Run 1, logic cells by family:
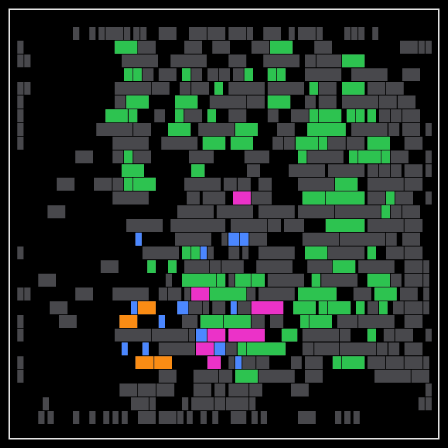
Run 1, floorplan with the power grid:
Pins as bars on the die edge.
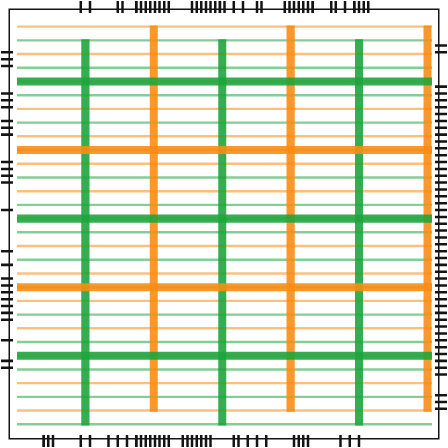
Run 1, a small window of the routed layout:
Window x 0 to 50, y 35 to 85 um. Cells in grey, sequential cells in the stronger grey; small squares are vias.
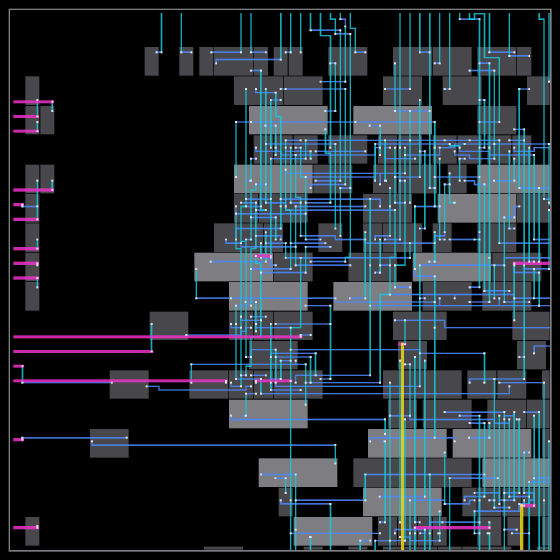
Run 1, clock wiring as the flow saved it:
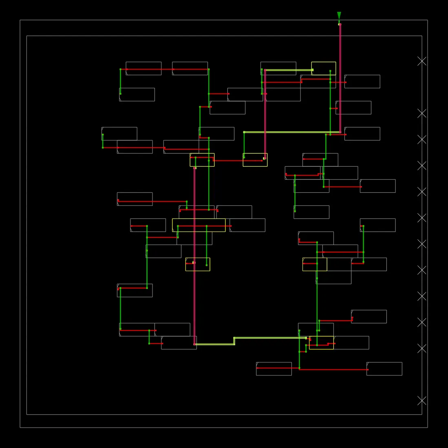
==> src/rtl/cond_branch_unit.sv <==
// Condition-code register and conditional-branch resolver for the execute stage.
// Optional branch statistics counters are enabled with `define BRANCH_STATS_EN.
module cond_branch_unit #(
   parameter int unsigned WIDTH        = 32,
   parameter int unsigned FLUSH_CYCLES = 2
) (
   input  logic             clk,
   input  logic             reset,
   input  logic             i_Valid,
   input  logic             i_CC_WE,
   input  logic [3:0]       i_CCodes,
   input  logic             i_Is_Branch,
   input  logic [3:0]       i_Cond,
   input  logic [WIDTH-1:0] i_Target,
   output logic [3:0]       ro_CC_Reg,
   output logic             ro_Branch_Taken,
   output logic [WIDTH-1:0] ro_PC_Target,
   output logic             ro_Flush,
   output logic [31:0]      ro_Br_Count,
   output logic [31:0]      ro_Taken_Count
);

   localparam int unsigned CNT_W  = 3;
   localparam int unsigned STAT_W = 32;

   typedef enum logic [0:0] {
      IDLE  = 1'b0,
      FLUSH = 1'b1
   } state_t;

   state_t             state_q, state_d;
   logic [CNT_W-1:0]   cnt_q, cnt_d;
   logic [3:0]         cc_d;
   logic               taken_d;
   logic [WIDTH-1:0]   target_d;
   logic               flush_d;
   logic               cond_true_c;

   // Condition decode; cc bit order is {V, C, N, Z}.
   function automatic logic eval_cond(input logic [3:0] cond, input logic [3:0] cc);
      logic z, n, c, v;
      logic r;
      z = cc[0];
      n = cc[1];
      c = cc[2];
      v = cc[3];
      case (cond)
         4'b0000: r = 1'b1;
         4'b1000: r = 1'b0;
         4'b0001: r = ~c;
         4'b1001: r = c;
         4'b0010: r = ~v;
         4'b1010: r = v;
         4'b0011: r = z;
         4'b1011: r = ~z;
         4'b0100: r = ~(n ^ v);
         4'b1100: r = n ^ v;
         4'b0101: r = ~(z | (n ^ v));
         4'b1101: r = z | (n ^ v);
         4'b0110: r = ~n;
         4'b1110: r = n;
         default: r = 1'b0;
      endcase
      return r;
   endfunction

   // Branches always resolve against the architectural register, never the incoming codes.
   assign cond_true_c = eval_cond(i_Cond, ro_CC_Reg);

   always_comb begin
      state_d  = state_q;
      cnt_d    = cnt_q;
      cc_d     = ro_CC_Reg;
      taken_d  = 1'b0;
      target_d = ro_PC_Target;
      flush_d  = ro_Flush;
      case (state_q)
         IDLE: begin
            if (i_Valid) begin
               if (i_CC_WE) begin
                  cc_d = i_CCodes;
               end
               if (i_Is_Branch && cond_true_c) begin
                  taken_d  = 1'b1;
                  target_d = i_Target;
                  flush_d  = 1'b1;
                  cnt_d    = CNT_W'(FLUSH_CYCLES - 1);
                  state_d  = FLUSH;
               end
            end
         end
         FLUSH: begin
            // Younger instructions are squashed: no CC writes or branch evaluation here.
            if (cnt_q == '0) begin
               flush_d = 1'b0;
               state_d = IDLE;
            end else begin
               cnt_d = cnt_q - CNT_W'(1);
            end
         end
         default: begin
            flush_d = 1'b0;
            state_d = IDLE;
         end
      endcase
   end

   always_ff @(posedge clk) begin
      if (reset) begin
         state_q         <= IDLE;
         cnt_q           <= '0;
         ro_CC_Reg       <= '0;
         ro_Branch_Taken <= 1'b0;
         ro_PC_Target    <= '0;
         ro_Flush        <= 1'b0;
      end else begin
         state_q         <= state_d;
         cnt_q           <= cnt_d;
         ro_CC_Reg       <= cc_d;
         ro_Branch_Taken <= taken_d;
         ro_PC_Target    <= target_d;
         ro_Flush        <= flush_d;
      end
   end

`ifdef BRANCH_STATS_EN
   logic              br_eval_c;
   logic              br_taken_c;
   logic [STAT_W-1:0] br_cnt_q;
   logic [STAT_W-1:0] tk_cnt_q;

   assign br_eval_c  = (state_q == IDLE) && i_Valid && i_Is_Branch;
   assign br_taken_c = br_eval_c && cond_true_c;

   // Saturating statistics counters.
   always_ff @(posedge clk) begin
      if (reset) begin
         br_cnt_q <= '0;
         tk_cnt_q <= '0;
      end else begin
         if (br_eval_c && (br_cnt_q != '1)) begin
            br_cnt_q <= br_cnt_q + STAT_W'(1);
         end
         if (br_taken_c && (tk_cnt_q != '1)) begin
            tk_cnt_q <= tk_cnt_q + STAT_W'(1);
         end
      end
   end

   assign ro_Br_Count    = br_cnt_q;
   assign ro_Taken_Count = tk_cnt_q;
`else
   assign ro_Br_Count    = STAT_W'(0);
   assign ro_Taken_Count = STAT_W'(0);
`endif

endmodule

==> config.mk <==
export PLATFORM = sky130hd
export DESIGN_NAME = cond_branch_unit
export DESIGN_NICKNAME = d
export VERILOG_FILES = /design/src/rtl/cond_branch_unit.sv
export SDC_FILE = /design/constraint.sdc
export NUM_CORES = 1
export LEC_CHECK = 0
export CORE_MARGIN = 1
export CORE_UTILIZATION = 40
export DETAILED_ROUTE_END_ITERATION = 16
export PLACE_DENSITY = 0.92
export SYNTH_ARGS = -nofsm -noshare
export SYNTH_HDL_FRONTEND = slang
export SYNTH_SLANG_ARGS = --single-unit
==> constraint.sdc <==
create_clock -name clk -period 2.1 [get_ports clk]
set_input_delay 0.525 -clock clk [delete_from_list [all_inputs] [get_ports clk]]
set_output_delay 0.525 -clock clk [all_outputs]
set_load 0.02 [all_outputs]
==> results.json, run 1 <==
{
  "status": "finished, violations left",
  "violations": "DRC",
  "warnings": 27,
  "row_count": 29,
  "ant_nets": 0,
  "yosysMostFrequentCell": "buf_4",
  "switching_share_pct": 31.60,
  "edf_count": 0,
  "synthArstFlopShare_pct": 0,
  "setup_tns_ns": 0,
  "wl_per_cell_um": 15.06,
  "grt_usage_pct": 17.73,
  "first_pass_iters": 10,
  "layout.nets": 426,
  "comb_power_share_pct": 30.1,
  "vias_per_cell": 5.237,
  "ys_cells": 291,
  "htreeDepth": 2,
  "cp_cell_sequence": "clkdlybuf4s50_1 -> buf_4 -> nand2b_1 -> o211a_1 -> o221a_4 -> buf_12 -> o31ai_2 -> a21oi_1",
  "fp-utilization_pct": 42.32,
  "slowest_stage": "clkdlybuf4s50_1",
  "drive_gt1_share_pct": 21.37,
  "finalInstanceArea_um2": 3721,
  "ys_types": 41,
  "io_pins": 147,
  "end_kind": "flop",
  "holdWs_ns": 0.4751,
  "ff_type": "dfxtp_1",
  "placed_cell_area_um2": 3447,
  "cpLargestDelayFamily": "buffers and inverters",
  "crit_start": "i_Cond[3]",
  "diodes": 0,
  "postCtsHoldBufs": 0,
  "grt_max_degree": 24,
  "final_layout_top_logic_cells": "clkdlybuf4s50_1, conb_1, dfxtp_1, a21oi_1, nand4_1",
  "pre_cts_slack_ns": -0.3612,
  "clock_skew_ns": 0.007041,
  "worst_setup_path_start_kind": "input port",
  "reg2reg_to": "ro_PC_Target[25]",
  "vias": 2388,
  "die_area_um2": 7208,
  "arrival_ns": 2.23,
  "area_delta_synth_final_pct": 35.37,
  "syn_area_um2": 2749,
  "worstSetupPathType": "input port to flop",
  "r2r_cells": 6,
  "routed_wl_um": 6866,
  "cts_buffer_depth": 2,
  "p_switching_uw": 683.7,
  "timing.final.crit_share_pct": 97.47,
  "hold_path.class": "flop to flop",
  "first_iter_violations": 83,
  "avgSynthCellArea_um2": 9.446,
  "mostFrequentLayoutCell": "clkdlybuf4s50_1",
  "worstPathMaxFanout": 20,
  "clk_pin_slew_worst_paths_ns": 0.08,
  "yosys.area.top_type_share_pct": 30.59,
  "cp_slowest_stage_delay_ns": 0.53,
  "leakagePower_nw": 1.382,
  "slew_viol_final": 0,
  "ys_ff": 42,
  "ys_seq_share_pct": 30.59,
  "ys_area_um2": 2749,
  "yosys_warnings": 0,
  "fmax_mhz": 488.6,
  "power_frac_seq_pct": 39.7,
  "r2r-start": "ro_CC_Reg[1]",
  "utilization_pct": 57.29,
  "cp.depth": 8,
  "portBuffers": 82,
  "hp-start": "ro_PC_Target[13]",
  "common_cells": "buf_4, dfxtp_1, a21oi_1, nand4_1, o31ai_2",
  "cp_num_buf_inv": 3,
  "grt_remaining_overflow": 0,
  "min_path_cells": 2,
  "hold_violations": 0,
  "r2r_slack_ns": 0.34,
  "route.detailed.drc": 12,
  "cts_tree": "yes",
  "antenna_found_initial": 0,
  "p_clk_share_pct": 30.2,
  "period_minus_slack_ns": 2.047
}
Back to the opening pictures, 'logic cells by family':
legend:
  magenta:
    family: non-inverting ao/oa cells
    cells: 7
    where: bottom centre
  blue:
    family: nor cells
    cells: 13
  green:
    family: aoi and oai cells
    cells: 79
  orange:
    family: mux cells
    cells: 4

Back to the opening pictures, 'floorplan with the power grid':
legend:
  green:
    net: VSS
  orange:
    net: VDD
rows: 29
met5 straps: 5
Die Width: 84.90 um
core area: 6495 um^2
die y size: 84.90 um
worst vdd ir: 300.1 uV

Back to the opening pictures, 'a small window of the routed layout':
legend:
  cyan:
    layer: metal 2
  magenta:
    layer: metal 3
  yellow:
    layer: metal 4
  blue:
    layer: metal 1
cells with their middle in the window: 108
sequential cells in the window: 16
netlist names of flops here include: ro_PC_Target (10), cnt_q (3)
most frequent: clkdlybuf4s50_1 (22), conb_1 (17), dfxtp_1 (16)

Back to the opening pictures, 'clock wiring as the flow saved it':
CTS buffer count: 5
clk latency late pin: 0.30 ns

## run 1: routing by layer
metal,vias up,wire length (um),track usage (%)
met4,0,188,6.934
met3,19,412,4.377
met5,-,0,0
li1,1106,-,-
met1,1157,2613,19.14
met2,106,3652,33.19
## run 1: state kept, by name, indices dropped and copies added, names as in the netlist
signal,cells
ro_Branch_Taken,1
state_q,1
ro_CC_Reg,4
cnt_q,3
ro_PC_Target,32
ro_Flush,1
## run 1: tightest hold or removal path: stages, from the launching register on
cell     delay (ns)
dfxtp_1        0.32
o31ai_2        0.05
a21oi_1        0.06
## run 1: metrics by stage
stage          std cells  power [mW]
2_1_floorplan        354       1.350
3_3_place_gp         444       1.460
3_5_place_dp         444       1.476
4_1_cts              451       2.134
5_1_grt              456       2.256
6_report             456       2.164
## run 1: layout make-up
class	instances	area (um^2)
Tap cell	77	96.34
Clock inverter	1	30.03
Timing Repair Buffer	110	1157
Fill cell	532	2774
Sequential cell	42	840.8
Inverter	5	18.77
Multi-Input combinational cell	215	1495
Clock buffer	6	82.58
## run 1: power by group through the flow
stage                     Clock [mW]  Sequential, mW  Combinational, mW
after floorplan                    0           0.909              0.441
after global placement             0           0.873              0.586
after detailed placement           0           0.876              0.600
after CTS                      0.673           0.857              0.604
after global routing           0.704           0.863              0.690
final                          0.654           0.858              0.651
## run 1: cell families (layout without fill, tap and decap cells)
kind of cell	Yosys count	after routing	synth area share (%)
xor+xnor	1	1	0.3187
other cells	1	64	0.1364
mux	4	4	1.457
flops	42	42	30.59
fa+ha+maj	2	2	0.9102
buf+inv	97	122	26.90
simple gates	58	58	12.47
compound gates	86	86	27.22
## run 1: timing repair
action,CTS,global route
gates cloned,0,4
pin swaps,2,5
gates resized,4,13
setup endpoints to repair,5,28
setup buffers,0,1
==> run 2: changes to the inputs <==
--- a/config.mk
+++ b/config.mk
@@ -7,6 +7,7 @@
 export LEC_CHECK = 0
 export CORE_MARGIN = 1
 export CORE_UTILIZATION = 40
+export CTS_CLUSTER_DIAMETER = 100
 export DETAILED_ROUTE_END_ITERATION = 16
 export PLACE_DENSITY = 0.92
 export SYNTH_ARGS = -nofsm -noshare
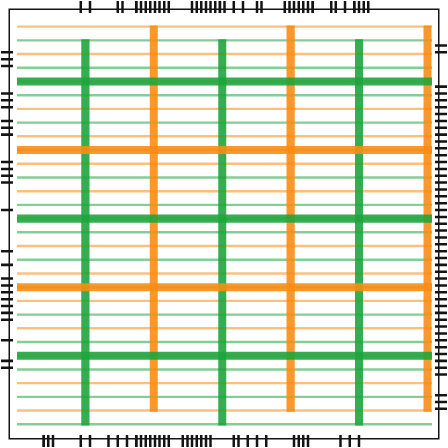
Run 2: floorplan with the power grid
Pins as bars on the die edge.
legend:
  orange:
    net: VDD
  green:
    net: VSS
met5 straps: 5
signal pins: 147
met4 straps: 6
rows: 29

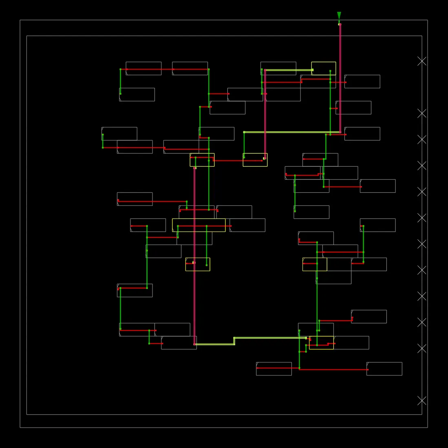
Run 2: clock wiring as the flow saved it
clock sink count: 42
flop count: 42
clkbuf count: 6
worst clock skew: 0.007041 ns
clk pwr: 654 uW

==> run 2 against run 1 <==
The flow still finishes with violations (DRC). Final area unchanged. Critical path depth unchanged. Count of clock-buffer cells in the layout unchanged. Sequential share of layout area unchanged. Area after synthesis unchanged. Worst setup slack unchanged. Worst hold slack unchanged. Combinational power about the same. Critical path type unchanged.
==> results.json, run 2 <==
{
  "status": "finished, violations left",
  "violations": "DRC",
  "ys_area_um2": 2749,
  "period_minus_slack_ns": 2.047,
  "warnings": 27,
  "edf_count": 0,
  "wl_per_cell_um": 15.06,
  "comb_power_share_pct": 30.1,
  "r2r_slack_ns": 0.34,
  "pre_cts_slack_ns": -0.3612,
  "cpLargestDelayFamily": "buffers and inverters",
  "clk_latency_ns": 0.30,
  "diodes": 0,
  "routed_wl_um": 6866,
  "p_switching_uw": 683.7,
  "io_pins": 147,
  "route.detailed.drc": 12,
  "portBuffers": 82,
  "final_layout_top_logic_cells": "clkdlybuf4s50_1, conb_1, dfxtp_1, a21oi_1, nand4_1",
  "reg_top3": "ro_PC_Target (32), ro_CC_Reg (4), cnt_q (3)",
  "fmax_mhz": 488.6,
  "tapCellCount": 77,
  "first_iter_violations": 83,
  "cts_buffer_depth": 2,
  "regArea_um2": 840.8,
  "drive_gt1_share_pct": 21.37,
  "holdWs_ns": 0.4751,
  "row_count": 29,
  "sequentialPower_uw": 858,
  "timing.final.crit_share_pct": 97.47,
  "ys_seq_share_pct": 30.59,
  "min_path_cells": 2,
  "clock_cell_area_share_pct": 3.026,
  "largestClassByArea": "combinational gates",
  "comb_cell_power_uw": 651,
  "met3_length_um": 412,
  "inverters": 5,
  "htreeDepth": 2,
  "ir_drop_uv": 300.1,
  "common_cells": "buf_4, dfxtp_1, a21oi_1, nand4_1, o31ai_2",
  "sh_comb_area_pct": 40.18,
  "numCtsBuffers": 5,
  "ff_type": "dfxtp_1",
  "antenna_found_initial": 0,
  "worstSetupPathType": "input port to flop",
  "p_clk_share_pct": 30.2,
  "area_delta_synth_final_pct": 35.37,
  "hold_violations": 0,
  "cp.depth": 8,
  "vias_per_cell": 5.237,
  "largest_reg_flops": 32,
  "non_clock_buffer_count": 110,
  "ys_ff": 42,
  "maxPowerGroup": "registers",
  "fin_cells": 456,
  "die_area_um2": 7208,
  "core_area_um2": 6495,
  "mostFrequentLayoutCell": "clkdlybuf4s50_1",
  "grt_usage_pct": 17.73,
  "met2_length_um": 3652,
  "avgSynthCellArea_um2": 9.446,
  "leakagePower_nw": 1.382
}
run 2: cell counts in the layout (fill, tap and decap cells not counted):
Identical to the previous run, type by type.
run 2: worst register-to-register path, cell delays in order (launching register included):
cell	delay [ns]
dfxtp_1	0.47
nand2_1	0.18
a211oi_4	0.34
o31a_4	0.29
clkbuf_16	0.19
o31ai_4	0.06
a21oi_1	0.16
run 2: repair_timing:
item,4_1_cts,5_1_grt
gates resized,4,13
cloned,0,4
setup buffers,0,1
pin swaps,2,5
endpoints found under the setup margin,5,28
run 2: cell families (layout without fill, tap and decap cells):
kind of cell | Yosys count | in the layout | synth area share [%]
buf+inv | 97 | 122 | 26.90
compound gates | 86 | 86 | 27.22
simple gates | 58 | 58 | 12.47
flops | 42 | 42 | 30.59
mux | 4 | 4 | 1.457
fa+ha+maj | 2 | 2 | 0.9102
other cells | 1 | 64 | 0.1364
xor+xnor | 1 | 1 | 0.3187
run 2: per-layer routing:
layer | global-route usage, % | vias to the layer above
met3 | 4.377 | 19
met2 | 33.19 | 106
met1 | 19.14 | 1157
met4 | 6.934 | 0
met5 | 0 | -
li1 | - | 1106
run 2: path summary, 6_finish.rpt:
path,from,endpoint
setup / recovery,i_Cond[3],ro_PC_Target[14]
hold / removal,ro_PC_Target[13],ro_PC_Target[13]
setup reg to reg,ro_CC_Reg[1],ro_PC_Target[25]
hold reg to reg,ro_PC_Target[13],ro_PC_Target[13]
run 2: stage by stage:
step / cell area (um^2) / power (mW)
floorplan: 2985 / 1.350
global placement: 3447 / 1.460
detailed placement: 3447 / 1.476
CTS: 3572 / 2.134
global route: 3721 / 2.256
finish: 3721 / 2.164
No activity file was given, so power comes from the tool's default toggle rates.
